**config.mk**
```make
export PLATFORM = sky130hd
export DESIGN_NAME = id_ex_stage
export DESIGN_NICKNAME = d
export VERILOG_FILES = /design/src/rtl/mips_pkg.sv /design/src/rtl/fwd_unit.sv /design/src/rtl/id_ex_stage.sv
export SDC_FILE = /design/constraint.sdc
export NUM_CORES = 1
export LEC_CHECK = 0
export CAP_MARGIN = 25
export CORE_MARGIN = 2
export CORE_UTILIZATION = 34
export CTS_CLUSTER_DIAMETER = 40
export DETAILED_ROUTE_END_ITERATION = 7
export PLACE_DENSITY = 0.77
export RECOVER_POWER = 50
export SLEW_MARGIN = 0
export SYNTH_ARGS = -nofsm -noshare
export SYNTH_HDL_FRONTEND = slang
export SYNTH_SLANG_ARGS = --single-unit
```
**constraint.sdc**
```tcl
create_clock -name clk -period 2.11 [get_ports clk]
set_input_delay 0.422 -clock clk [delete_from_list [all_inputs] [get_ports clk]]
set_output_delay 0.422 -clock clk [all_outputs]
set_load 0.02 [all_outputs]
```
**src/rtl/mips_pkg.sv**
```systemverilog
// -----------------------------------------------------------------------------
// mips_pkg
// Shared constants and types for the MIPS pipeline slice around the ID/EX
// register: datapath widths, ALU op encoding, forwarding-select encoding and
// the bundle of control bits carried into EX.
// -----------------------------------------------------------------------------
package mips_pkg;

  localparam int DATA_W     = 32;
  localparam int REG_ADDR_W = 5;

  // One-bit ALU op: the EX-stage ALU only distinguishes add from subtract.
  localparam logic ALU_ADD = 1'b0;
  localparam logic ALU_SUB = 1'b1;

  // Which source a forwarding mux picked.
  typedef logic [1:0] fwd_sel_t;
  localparam fwd_sel_t FWD_REG = 2'd0;
  localparam fwd_sel_t FWD_MEM = 2'd1;
  localparam fwd_sel_t FWD_WB  = 2'd2;

  // Control bits that a bubble must clear.
  typedef struct packed {
    logic valid;
    logic reg_write;
    logic mem_read;
    logic mem_write;
    logic mem_to_reg;
    logic branch;
  } ex_ctrl_t;

endpackage

```
**src/rtl/fwd_unit.sv**
```systemverilog
// -----------------------------------------------------------------------------
// fwd_unit
// Purely combinational RAW-forwarding mux for one source register.
//   src_i            register number being read in EX
//   reg_data_i       value read from the register file in ID (registered)
//   mem_*_i          EX/MEM writer: write enable, destination, result
//   wb_*_i           MEM/WB writer: write enable, destination, data
//   sel_o            which source was chosen (FWD_REG / FWD_MEM / FWD_WB)
//   data_o           forwarded operand
// The younger EX/MEM result wins over MEM/WB. Register 0 is hard-wired to
// zero, so a write to it must never be forwarded.
// -----------------------------------------------------------------------------
module fwd_unit #(
  parameter int DATA_W     = mips_pkg::DATA_W,
  parameter int REG_ADDR_W = mips_pkg::REG_ADDR_W
) (
  input  logic [REG_ADDR_W-1:0] src_i,
  input  logic [DATA_W-1:0]     reg_data_i,
  input  logic                  mem_reg_write_i,
  input  logic [REG_ADDR_W-1:0] mem_rd_i,
  input  logic [DATA_W-1:0]     mem_data_i,
  input  logic                  wb_reg_write_i,
  input  logic [REG_ADDR_W-1:0] wb_rd_i,
  input  logic [DATA_W-1:0]     wb_data_i,
  output mips_pkg::fwd_sel_t    sel_o,
  output logic [DATA_W-1:0]     data_o
);
  import mips_pkg::*;

  logic mem_hit;
  logic wb_hit;

  assign mem_hit = mem_reg_write_i & (mem_rd_i != '0) & (mem_rd_i == src_i);
  assign wb_hit  = wb_reg_write_i  & (wb_rd_i  != '0) & (wb_rd_i  == src_i);

  always_comb begin
    sel_o  = FWD_REG;
    data_o = reg_data_i;
    if (mem_hit) begin
      sel_o  = FWD_MEM;
      data_o = mem_data_i;
    end else if (wb_hit) begin
      sel_o  = FWD_WB;
      data_o = wb_data_i;
    end
  end

endmodule

```
**src/rtl/id_ex_stage.sv**
```systemverilog
// -----------------------------------------------------------------------------
// id_ex_stage
// ID/EX pipeline register plus operand delivery for the EX-stage ALU.
//   clk, rst_n             rising-edge clock, asynchronous active-low reset
//   id_*                   decoded operands, register numbers and control
//   flush                  branch taken: the instruction entering EX is killed
//   mem_*, wb_*            EX/MEM and MEM/WB writers used for forwarding
//   stall                  load-use hazard: hold PC and IF/ID (combinational)
//   alu_a, alu_b           forwarded ALU operands (combinational)
//   alu_control, ex_*      registered op, control and destination for EX/MEM
//   ex_store_data          forwarded rt value for stores
//   ex_imm                 registered immediate for the branch target
//   fwd_a_sel, fwd_b_sel   debug view of the rs / rt forwarding selects
//
// Valid semantics: ex_valid marks a real instruction in EX. There is no
// back-pressure from EX; stall only tells upstream to hold while this stage
// inserts a bubble (ex_valid = 0 with all side-effect controls cleared).
// -----------------------------------------------------------------------------
module id_ex_stage #(
  parameter int DATA_W     = mips_pkg::DATA_W,
  parameter int REG_ADDR_W = mips_pkg::REG_ADDR_W
) (
  input  logic                  clk,
  input  logic                  rst_n,
  input  logic                  id_valid,
  input  logic [DATA_W-1:0]     id_rs_data,
  input  logic [DATA_W-1:0]     id_rt_data,
  input  logic [DATA_W-1:0]     id_imm,
  input  logic [REG_ADDR_W-1:0] id_rs,
  input  logic [REG_ADDR_W-1:0] id_rt,
  input  logic [REG_ADDR_W-1:0] id_rd,
  input  logic                  id_alu_src,
  input  logic                  id_alu_ctrl,
  input  logic                  id_reg_dst,
  input  logic                  id_reg_write,
  input  logic                  id_mem_read,
  input  logic                  id_mem_write,
  input  logic                  id_mem_to_reg,
  input  logic                  id_branch,
  input  logic                  flush,
  input  logic                  mem_reg_write,
  input  logic [REG_ADDR_W-1:0] mem_rd,
  input  logic [DATA_W-1:0]     mem_alu_result,
  input  logic                  wb_reg_write,
  input  logic [REG_ADDR_W-1:0] wb_rd,
  input  logic [DATA_W-1:0]     wb_data,
  output logic                  stall,
  output logic [DATA_W-1:0]     alu_a,
  output logic [DATA_W-1:0]     alu_b,
  output logic                  alu_control,
  output logic                  ex_valid,
  output logic                  ex_reg_write,
  output logic                  ex_mem_read,
  output logic                  ex_mem_write,
  output logic                  ex_mem_to_reg,
  output logic                  ex_branch,
  output logic [REG_ADDR_W-1:0] ex_write_reg,
  output logic [DATA_W-1:0]     ex_store_data,
  output logic [DATA_W-1:0]     ex_imm,
  output mips_pkg::fwd_sel_t    fwd_a_sel,
  output mips_pkg::fwd_sel_t    fwd_b_sel
);
  import mips_pkg::*;

  ex_ctrl_t              ctrl_d, ctrl_q;
  logic [REG_ADDR_W-1:0] write_reg_d, write_reg_q;
  logic [REG_ADDR_W-1:0] rs_q, rt_q;
  logic [DATA_W-1:0]     rs_data_q, rt_data_q, imm_q;
  logic                  alu_src_q, alu_ctrl_q;
  logic [DATA_W-1:0]     fwd_rs_data, fwd_rt_data;

  // Load-use: the value of a load in EX is not available for forwarding until
  // it leaves MEM. The rt compare is conservative (I-type rt is a destination).
  assign stall = ctrl_q.valid & ctrl_q.mem_read & (write_reg_q != '0) & id_valid &
                 ((write_reg_q == id_rs) | (write_reg_q == id_rt));

  // Flush and stall both produce a bubble, so their relative priority only
  // matters in that both clear the controls.
  always_comb begin
    ctrl_d = '0;
    if (!flush && !stall && id_valid) begin
      ctrl_d = '{valid:      1'b1,
                 reg_write:  id_reg_write,
                 mem_read:   id_mem_read,
                 mem_write:  id_mem_write,
                 mem_to_reg: id_mem_to_reg,
                 branch:     id_branch};
    end
  end

  assign write_reg_d = id_reg_dst ? id_rd : id_rt;

  // Datapath fields are captured every cycle; under a bubble they are
  // don't-care because the controls are already cleared.
  always_ff @(posedge clk or negedge rst_n) begin
    if (!rst_n) begin
      ctrl_q      <= '0;
      write_reg_q <= '0;
      rs_q        <= '0;
      rt_q        <= '0;
      rs_data_q   <= '0;
      rt_data_q   <= '0;
      imm_q       <= '0;
      alu_src_q   <= 1'b0;
      alu_ctrl_q  <= ALU_ADD;
    end else begin
      ctrl_q      <= ctrl_d;
      write_reg_q <= write_reg_d;
      rs_q        <= id_rs;
      rt_q        <= id_rt;
      rs_data_q   <= id_rs_data;
      rt_data_q   <= id_rt_data;
      imm_q       <= id_imm;
      alu_src_q   <= id_alu_src;
      alu_ctrl_q  <= id_alu_ctrl;
    end
  end

  fwd_unit #(.DATA_W(DATA_W), .REG_ADDR_W(REG_ADDR_W)) u_fwd_rs (
    .src_i           (rs_q),
    .reg_data_i      (rs_data_q),
    .mem_reg_write_i (mem_reg_write),
    .mem_rd_i        (mem_rd),
    .mem_data_i      (mem_alu_result),
    .wb_reg_write_i  (wb_reg_write),
    .wb_rd_i         (wb_rd),
    .wb_data_i       (wb_data),
    .sel_o           (fwd_a_sel),
    .data_o          (fwd_rs_data)
  );

  fwd_unit #(.DATA_W(DATA_W), .REG_ADDR_W(REG_ADDR_W)) u_fwd_rt (
    .src_i           (rt_q),
    .reg_data_i      (rt_data_q),
    .mem_reg_write_i (mem_reg_write),
    .mem_rd_i        (mem_rd),
    .mem_data_i      (mem_alu_result),
    .wb_reg_write_i  (wb_reg_write),
    .wb_rd_i         (wb_rd),
    .wb_data_i       (wb_data),
    .sel_o           (fwd_b_sel),
    .data_o          (fwd_rt_data)
  );

  assign alu_a         = fwd_rs_data;
  assign alu_b         = alu_src_q ? imm_q : fwd_rt_data;
  assign ex_store_data = fwd_rt_data;
  assign alu_control   = alu_ctrl_q;
  assign ex_valid      = ctrl_q.valid;
  assign ex_reg_write  = ctrl_q.reg_write;
  assign ex_mem_read   = ctrl_q.mem_read;
  assign ex_mem_write  = ctrl_q.mem_write;
  assign ex_mem_to_reg = ctrl_q.mem_to_reg;
  assign ex_branch     = ctrl_q.branch;
  assign ex_write_reg  = write_reg_q;
  assign ex_imm        = imm_q;

endmodule

```
==> results.json, run 1 <==
{
  "skew_ns": 0.00576,
  "grt_max_degree": 53,
  "place_congestion": 0.857,
  "syn_inst": 512,
  "endpoint": "alu_b[31]",
  "die_h_um": 134,
  "hold_start": "id_rt[4]",
  "fp-utilization_pct": 34.6,
  "holdPathEnd": "rt_q[4]",
  "warnings": 29,
  "cts_made_buffers": 17,
  "final_common_cell": "buf_6",
  "met1_usage_pct": 34.2,
  "cp.depth": 9,
  "cts_tree": "built",
  "grt_pass1_vias": 7053,
  "layout.nets": 1197,
  "cp_cell_sequence": "xor2_1 > nor3_1 > buf_4 > nand4_4 > buf_12 > buf_16 > mux2i_4 > a221oi_2 > buf_4",
  "clk_share_pct": 3.75,
  "p_int_uw": 5160,
  "critPathBufInv": 4,
  "avgSynthCellArea_um2": 11.2,
  "synth.distinct_cells": 31,
  "cts_num_sinks": 119,
  "vias": 6438,
  "htree_levels": 4,
  "worst_slack_ns": -0.858,
  "clockRootBuffer": "clkbuf_16",
  "synth_top_area_share_pct": 52.0,
  "fin_crit_ns": 2.97,
  "rsz0062_at_grt": "yes",
  "antenna_found_initial": 8,
  "ys_area_mm2": 0.00572,
  "arrival_ns": 2.55,
  "largestPowerGroup": "clock",
  "nClkBuffers": 23,
  "edf_count": 0,
  "regToRegSetupSlack_ns": 0.50,
  "path_class": "flip-flop to output port",
  "drc": 0,
  "drt_wl_total_mm": 30.6,
  "yosysWarningCount": 0,
  "num-multi-input-gates": 326,
  "regArea_mm2": 0.00298,
  "tightest_slew_ns": 1.01,
  "holdCritPathClass": "input pin to flip-flop",
  "diodes": 8,
  "avgRoutedWirePerCell_um": 24.7,
  "slew-limit-headroom_pct": 32.9,
  "cpLargestDelayFamily": "buffers and inverters",
  "synth_area_leader_cell": "dfrtp_1",
  "ys_sh_simple_pct": 10.2,
  "finalSetupViolCount": 101,
  "aoi_share_pct": 14.2,
  "crit_top_cell": "buf_4",
  "crit_path_end_kind": "output port",
  "clk_path_buf_depth": 2,
  "outcome": "finished with violations",
  "die_x_um": 134,
  "violations": "setup timing",
  "layout_top_cells": "127 x buf_6, 122 x clkdlybuf4s50_1, 117 x dfrtp_1",
  "area_leaders": "dfrtp_1 52%, mux2i_1 11%, a221oi_2 7.6%, nor3_1 3.2%, a21oi_1 3.0%",
  "nWellTaps": 220,
  "ir_worst_vdd_uv": 575
}
==> run 1: stage by stage <==
stage	TNS, ns	cells	total power, uW
final	-66.30	1239	7350
after global routing	-74.57	1239	7590
after CTS	-66.03	1228	7220
after detailed placement	-132.60	1136	4330
after global placement	-129.59	1136	4310
after floorplan	-22.99	512	3250
==> run 1: Yosys cell counts (3+ instances only) <==
master / number
o21ai_0: 3
buf_4: 5
xor2_1: 14
a221oi_2: 29
inv_1: 33
a21oi_1: 34
a221oi_1: 3
nand3_1: 3
buf_2: 7
clkbuf_1: 17
nor3_1: 37
xnor2_1: 16
and2_1: 6
nand2_1: 34
buf_12: 5
mux2i_1: 64
nor2_1: 35
o21ai_1: 29
dfrtp_1: 119
mux2_2: 5
**Run 1: cell placement**

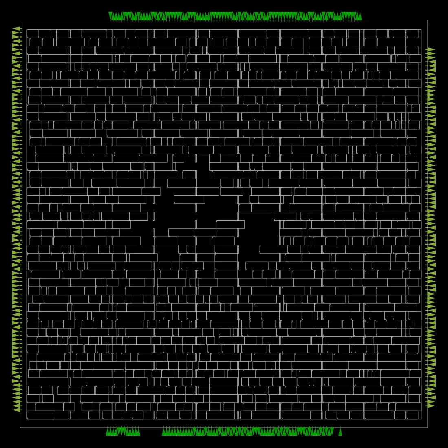
Fillers: 817
post-layout util: 83.9%
site row count: 47
FFs & Latches: 119
Core Region: 0.0165 mm^2

**Run 1: zoomed window**

Window x 42 to 92, y 69 to 119 um. Cells in gray, sequential cells in the stronger gray; small squares are vias.
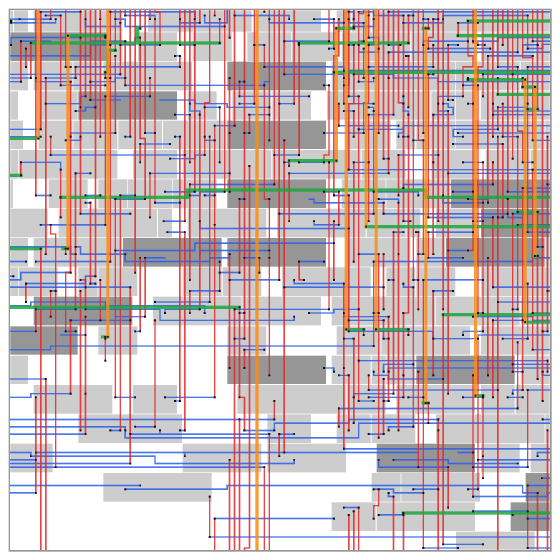
| color | layer |
|---|---|
| orange | M4 |
| blue | M1 |
| red | M2 |
| green | M3 |
most frequent: buf_6 (16), dfrtp_1 (15), dlygate4sd3_1 (14)
cells with their middle in the window: 128
sequential cells in the window: 15
netlist names of flops here include: rt_data_q (9), rs_data_q (4), ex_imm (2)

**Run 1: cell sizes after repair**

(2 px per um)
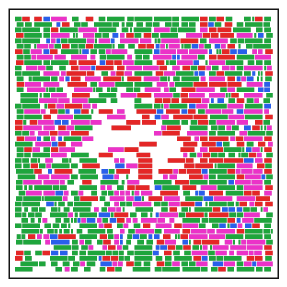
| color | size | cells | share |
|---|---|---|---|
| magenta | x3 and x4 | 248 | 25% |
| green | x1 and smaller | 470 | 46% |
| red | x6 and larger | 198 | 20% |
| blue | x2 | 95 | 9.4% |

**Run 1: signal metal coverage by tile**

(3 px per um) 27 x 27 tiles, from dark purple (low) to yellow (high), scaled to the fullest tile. Values are wire area over tile area, all layers added.
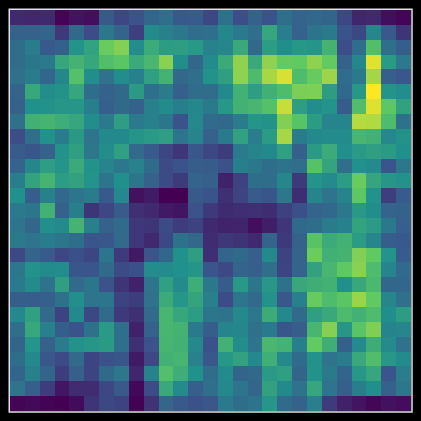
fullest tile: 0.69
tiles over half the peak: 30%
mean over tiles: 0.28
emptiest ninth of the die: center
densest ninth of the die: upper right

## Run 2: what changed since run 1
--- a/config.mk
+++ b/config.mk
@@ -9,6 +9,7 @@
 export CORE_MARGIN = 2
 export CORE_UTILIZATION = 34
 export CTS_CLUSTER_DIAMETER = 40
+export CTS_CLUSTER_SIZE = 16
 export DETAILED_ROUTE_END_ITERATION = 7
 export PLACE_DENSITY = 0.77
 export RECOVER_POWER = 50
**Run 2: supply network**

(4 px per um) Pins as bars on the die edge.
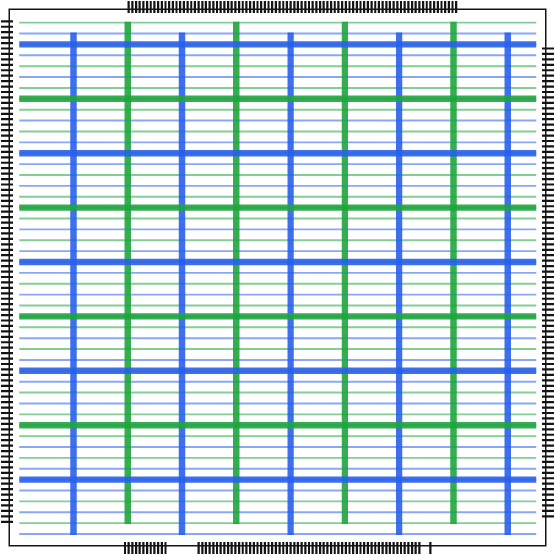
| color | net |
|---|---|
| green | VDD |
| blue | VSS |
met5 straps: 9
met4 straps: 9

**Run 2: cell sizes after repair**

(2 px per um)
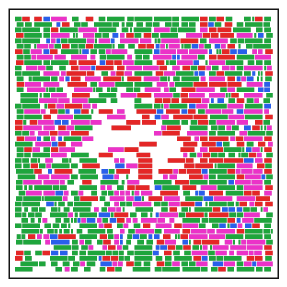
| color | size | cells | share |
|---|---|---|---|
| green | x1 and smaller | 470 | 46% |
| magenta | x3 and x4 | 248 | 25% |
| red | x6 and larger | 198 | 20% |
| blue | x2 | 95 | 9.4% |

**Run 2: zoomed window**

Window x 42 to 92, y 69 to 119 um. Cells in gray, sequential cells in the stronger gray; small squares are vias.
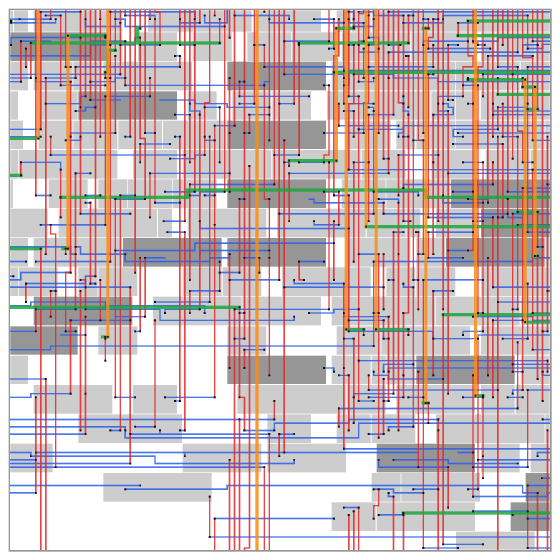
| color | layer |
|---|---|
| red | M2 |
| green | M3 |
| orange | M4 |
| blue | M1 |
cells with their middle in the window: 128
sequential cells in the window: 15
most frequent: buf_6 (16), dfrtp_1 (15), dlygate4sd3_1 (14)
netlist names of flops here include: rt_data_q (9), rs_data_q (4), ex_imm (2)

==> results.json, run 2 <==
{
  "layout.nets": 1197,
  "synth-xor-area-share_pct": 4.59,
  "die_x_um": 134,
  "outcome": "finished with violations",
  "cp.depth": 9,
  "cpLargestDelayFamily": "buffers and inverters",
  "avgRoutedWirePerCell_um": 24.7,
  "met1_length_mm": 10.7,
  "yosysWarningCount": 0,
  "fill_cells": 817,
  "aoi_share_pct": 14.2,
  "ys_sh_simple_pct": 10.2,
  "setup_tns_ns": -66.30,
  "drc": 0,
  "die_h_um": 134,
  "area_leaders": "dfrtp_1 52%, mux2i_1 11%, a221oi_2 7.6%, nor3_1 3.2%, a21oi_1 3.0%",
  "finalHoldViolCount": 0,
  "worstPathMaxFanout": 5,
  "fmax_mhz": 337,
  "post_cts_resize_count": 762,
  "ys_area_mm2": 0.00572,
  "antenna_found_initial": 8,
  "pg_comb_uw": 2240,
  "post-route-util_pct": 83.9,
  "arrival_ns": 2.55,
  "warnings": 29,
  "syn_inst": 512,
  "dp_hpwl_mm": 17.1,
  "violations": "setup timing",
  "synth_area_leader_cell": "dfrtp_1",
  "finalSetupViolCount": 101,
  "drt_wl_total_mm": 30.6,
  "rows": 47,
  "met1_usage_pct": 34.2,
  "p_int_uw": 5160,
  "clk_path_buf_depth": 2,
  "top_logic_kind": "AND-OR/OR-AND gates",
  "dpl.cell_count": 1136,
  "avgSynthCellArea_um2": 11.2,
  "synth_top_cell_by_count": "dfrtp_1",
  "grt_pass1_vias": 7053,
  "cp.required_ns": 1.69,
  "final_common_cell": "buf_6",
  "critPathBufInv": 4,
  "clockRootBuffer": "clkbuf_16",
  "cap_viol_max_count": 0,
  "skew_ns": 0.00576,
  "die_area_mm2": 0.0179,
  "start_kind": "flip-flop",
  "crit_path_end_kind": "output port",
  "slew-limit-headroom_pct": 32.9,
  "place_congestion": 0.857,
  "worst_path_max_delay_cell": "dfrtp_1",
  "ys_cells": 512,
  "finalNonFillerCells": 1239,
  "p_total_uw": 7350,
  "port_buffers": 343,
  "async_flop_share_pct": 100,
  "cp_cell_sequence": "xor2_1 > nor3_1 > buf_4 > nand4_4 > buf_12 > buf_16 > mux2i_4 > a221oi_2 > buf_4",
  "vias": 6438,
  "cts_tree": "built",
  "max_stage_delay_ns": 0.40,
  "reg2reg_depth": 7,
  "largestPowerGroup": "clock",
  "synth.distinct_cells": 31,
  "ir_worst_vdd_uv": 575,
  "holdCritPathClass": "input pin to flip-flop",
  "synth_top_area_share_pct": 52.0,
  "tightest_slew_ns": 1.01,
  "fp.coreArea_mm2": 0.0165,
  "crit_top_cell": "buf_4",
  "path_class": "flip-flop to output port",
  "worst_slack_ns": -0.858,
  "top_cells_by_count": "119 x dfrtp_1, 64 x mux2i_1, 37 x nor3_1",
  "edf_count": 0,
  "fin_crit_ns": 2.97,
  "layout_top_cells": "127 x buf_6, 122 x clkdlybuf4s50_1, 117 x dfrtp_1",
  "power_clock_uw": 2600,
  "cts_made_buffers": 17,
  "fp-utilization_pct": 34.6,
  "htree_levels": 4,
  "rsz0062_at_grt": "yes",
  "overflow": 0,
  "cts_num_sinks": 119,
  "grt_max_degree": 53
}
==> run 2: final cells by class <==
class                           instances  area, um^2  share of cell area (%)
Timing Repair Buffer                  501        5540                    39.9
Multi-Input combinational cell        326        4400                    31.8
Sequential cell                       119        2980                    21.5
Clock buffer                           23         468                    3.38
Tap cell                              220         275                    1.99
Inverter                               33         126                   0.912
Clock inverter                          9        52.6                   0.379
Antenna cell                            8        20.0                   0.144
==> run 2: worst paths after layout <==
kind	start	end	slack, ns
worst max-delay path	rt_q[4]	alu_b[31]	-0.86
worst min-delay path	id_rt[4]	rt_q[4]	0.31
worst max register to register	ex_write_reg[2]	ex_mem_to_reg	0.50
worst min register to register	ex_mem_read	ex_valid	0.91
max in group asynchronous	rst_n	alu_src_q	0.49
min in group asynchronous	rst_n	rt_data_q[15]	0.75
## Run 3: what changed since run 2
--- a/config.mk
+++ b/config.mk
@@ -13,6 +13,7 @@
 export DETAILED_ROUTE_END_ITERATION = 7
 export PLACE_DENSITY = 0.77
 export RECOVER_POWER = 50
+export SKIP_CTS_REPAIR_TIMING = 1
 export SLEW_MARGIN = 0
 export SYNTH_ARGS = -nofsm -noshare
 export SYNTH_HDL_FRONTEND = slang
**Run 3: cell sizes after repair**

(2 px per um)
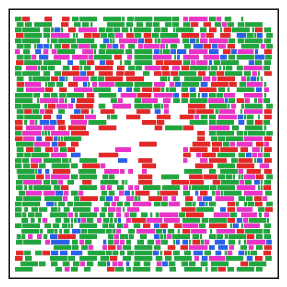
| color | size | cells | share |
|---|---|---|---|
| red | x6 and larger | 177 | 18% |
| green | x1 and smaller | 543 | 54% |
| blue | x2 | 94 | 9.4% |
| magenta | x3 and x4 | 190 | 19% |

**Run 3: cell placement**

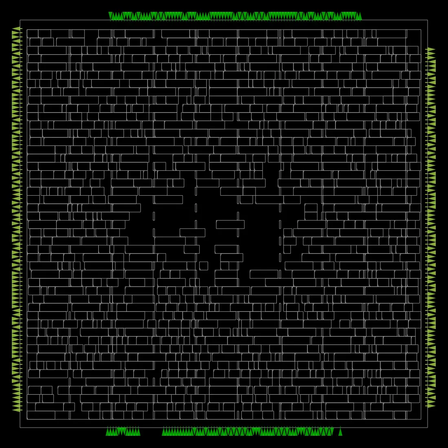
Tap Count: 220
fin cells: 1233
Fillers: 1021

**Run 3: signal metal coverage by tile**

(3 px per um) 27 x 27 tiles, from dark purple (low) to yellow (high), scaled to the fullest tile. Values are wire area over tile area, all layers added.
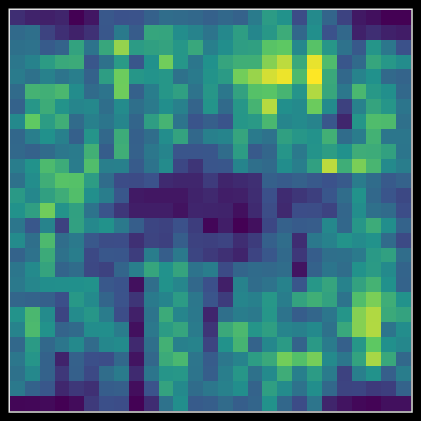
densest ninth of the die: top center
tiles over half the peak: 30%
mean over tiles: 0.25
nearly empty tiles: 1.4%
fullest tile: 0.62
emptiest ninth of the die: center

==> results.json, run 3 <==
{
  "outcome": "finished with violations",
  "violations": "setup timing",
  "htree_levels": 4,
  "layout.nets": 1190,
  "drt_wl_total_mm": 27.6,
  "yosysWarningCount": 0,
  "p_int_uw": 5060,
  "die_h_um": 134,
  "cts_made_buffers": 17,
  "synth_top_cell_by_count": "dfrtp_1",
  "grt_max_degree": 53,
  "seq_share_pct": 23.1,
  "ys_area_mm2": 0.00572,
  "fmax_mhz": 336,
  "tightest_slew_ns": 0.964,
  "logic_area_mm2": 0.00363,
  "clk_path_buf_depth": 2,
  "finalSetupViolCount": 101,
  "reg2reg_depth": 7,
  "place_congestion": 0.857,
  "syn_inst": 512,
  "start_kind": "flip-flop",
  "final-nonclk-buf-share_pct": 41.4,
  "aoi_share_pct": 14.2,
  "antenna_found_initial": 9,
  "synth-xor-area-share_pct": 4.59,
  "regToRegSetupSlack_ns": 0.50,
  "cp.required_ns": 1.69,
  "rows": 47,
  "p_total_uw": 7120,
  "nClkBuffers": 23,
  "hold_start": "id_rs[4]",
  "reg2reg_from": "ex_write_reg[4]",
  "pg_comb_uw": 2030,
  "fp.coreArea_mm2": 0.0165,
  "inverters": 33,
  "largest_cell_class": "non-clock buffers",
  "area_leaders": "dfrtp_1 52%, mux2i_1 11%, a221oi_2 7.6%, nor3_1 3.2%, a21oi_1 3.0%",
  "path_class": "flip-flop to output port",
  "post-route-util_pct": 78.1,
  "finalHoldViolCount": 0,
  "rsz0062_at_grt": "yes",
  "drc": 0,
  "ys_sh_simple_pct": 10.2,
  "nonClockBufferCount": 496,
  "setup_tns_ns": -67.33,
  "warnings": 28,
  "vias": 6216,
  "layout_top_cells": "121 x clkdlybuf4s50_1, 117 x dfrtp_1, 115 x buf_6",
  "avgRoutedWirePerCell_um": 22.4,
  "skew_ns": 0.00587,
  "die_x_um": 134,
  "crit_path_end_kind": "output port",
  "synth.distinct_cells": 31,
  "overflow": 0,
  "comb_share_pct": 28.1,
  "ir_worst_vdd_uv": 528,
  "top_logic_kind": "AND-OR/OR-AND gates",
  "synth_top_area_share_pct": 52.0,
  "synth_area_leader_cell": "dfrtp_1",
  "async_flop_share_pct": 100,
  "holdPathEnd": "rs_q[4]",
  "startpoint": "rt_q[3]",
  "worst_slack_ns": -0.868,
  "final_common_cell": "clkdlybuf4s50_1",
  "dpl.cell_count": 1136,
  "cts_tree": "built",
  "avgSynthCellArea_um2": 11.2,
  "clk_share_pct": 4.03,
  "top_cells_by_count": "119 x dfrtp_1, 64 x mux2i_1, 37 x nor3_1",
  "die_area_mm2": 0.0179,
  "fp-utilization_pct": 34.6
}
## run 3: cell counts after synthesis
Identical to the previous run, type by type.
## run 3: critical path, cell delays in order, from the launching register on
cell and delay [ns]:
dfrtp_1 0.39, buf_4 0.14, buf_6 0.10, xor2_1 0.15, nor3_1 0.16, buf_4 0.15
nand3_4 0.13, inv_4 0.10, nor2_4 0.05, buf_6 0.13, buf_12 0.14, a221oi_4 0.33
buf_6 0.17
## run 3: routing by layer
| layer | share of wire (%) | up-vias | track usage, % |
|---|---|---|---|
| met5 | 0 | - | 0 |
| met4 | 3.5 | 0 | 12.4 |
| met3 | 6.5 | 66 | 7.38 |
| met2 | 53 | 292 | 44.2 |
| met1 | 37 | 3088 | 27.7 |
| li1 | - | 2770 | - |
Power is estimated from default activity; no workload was simulated.
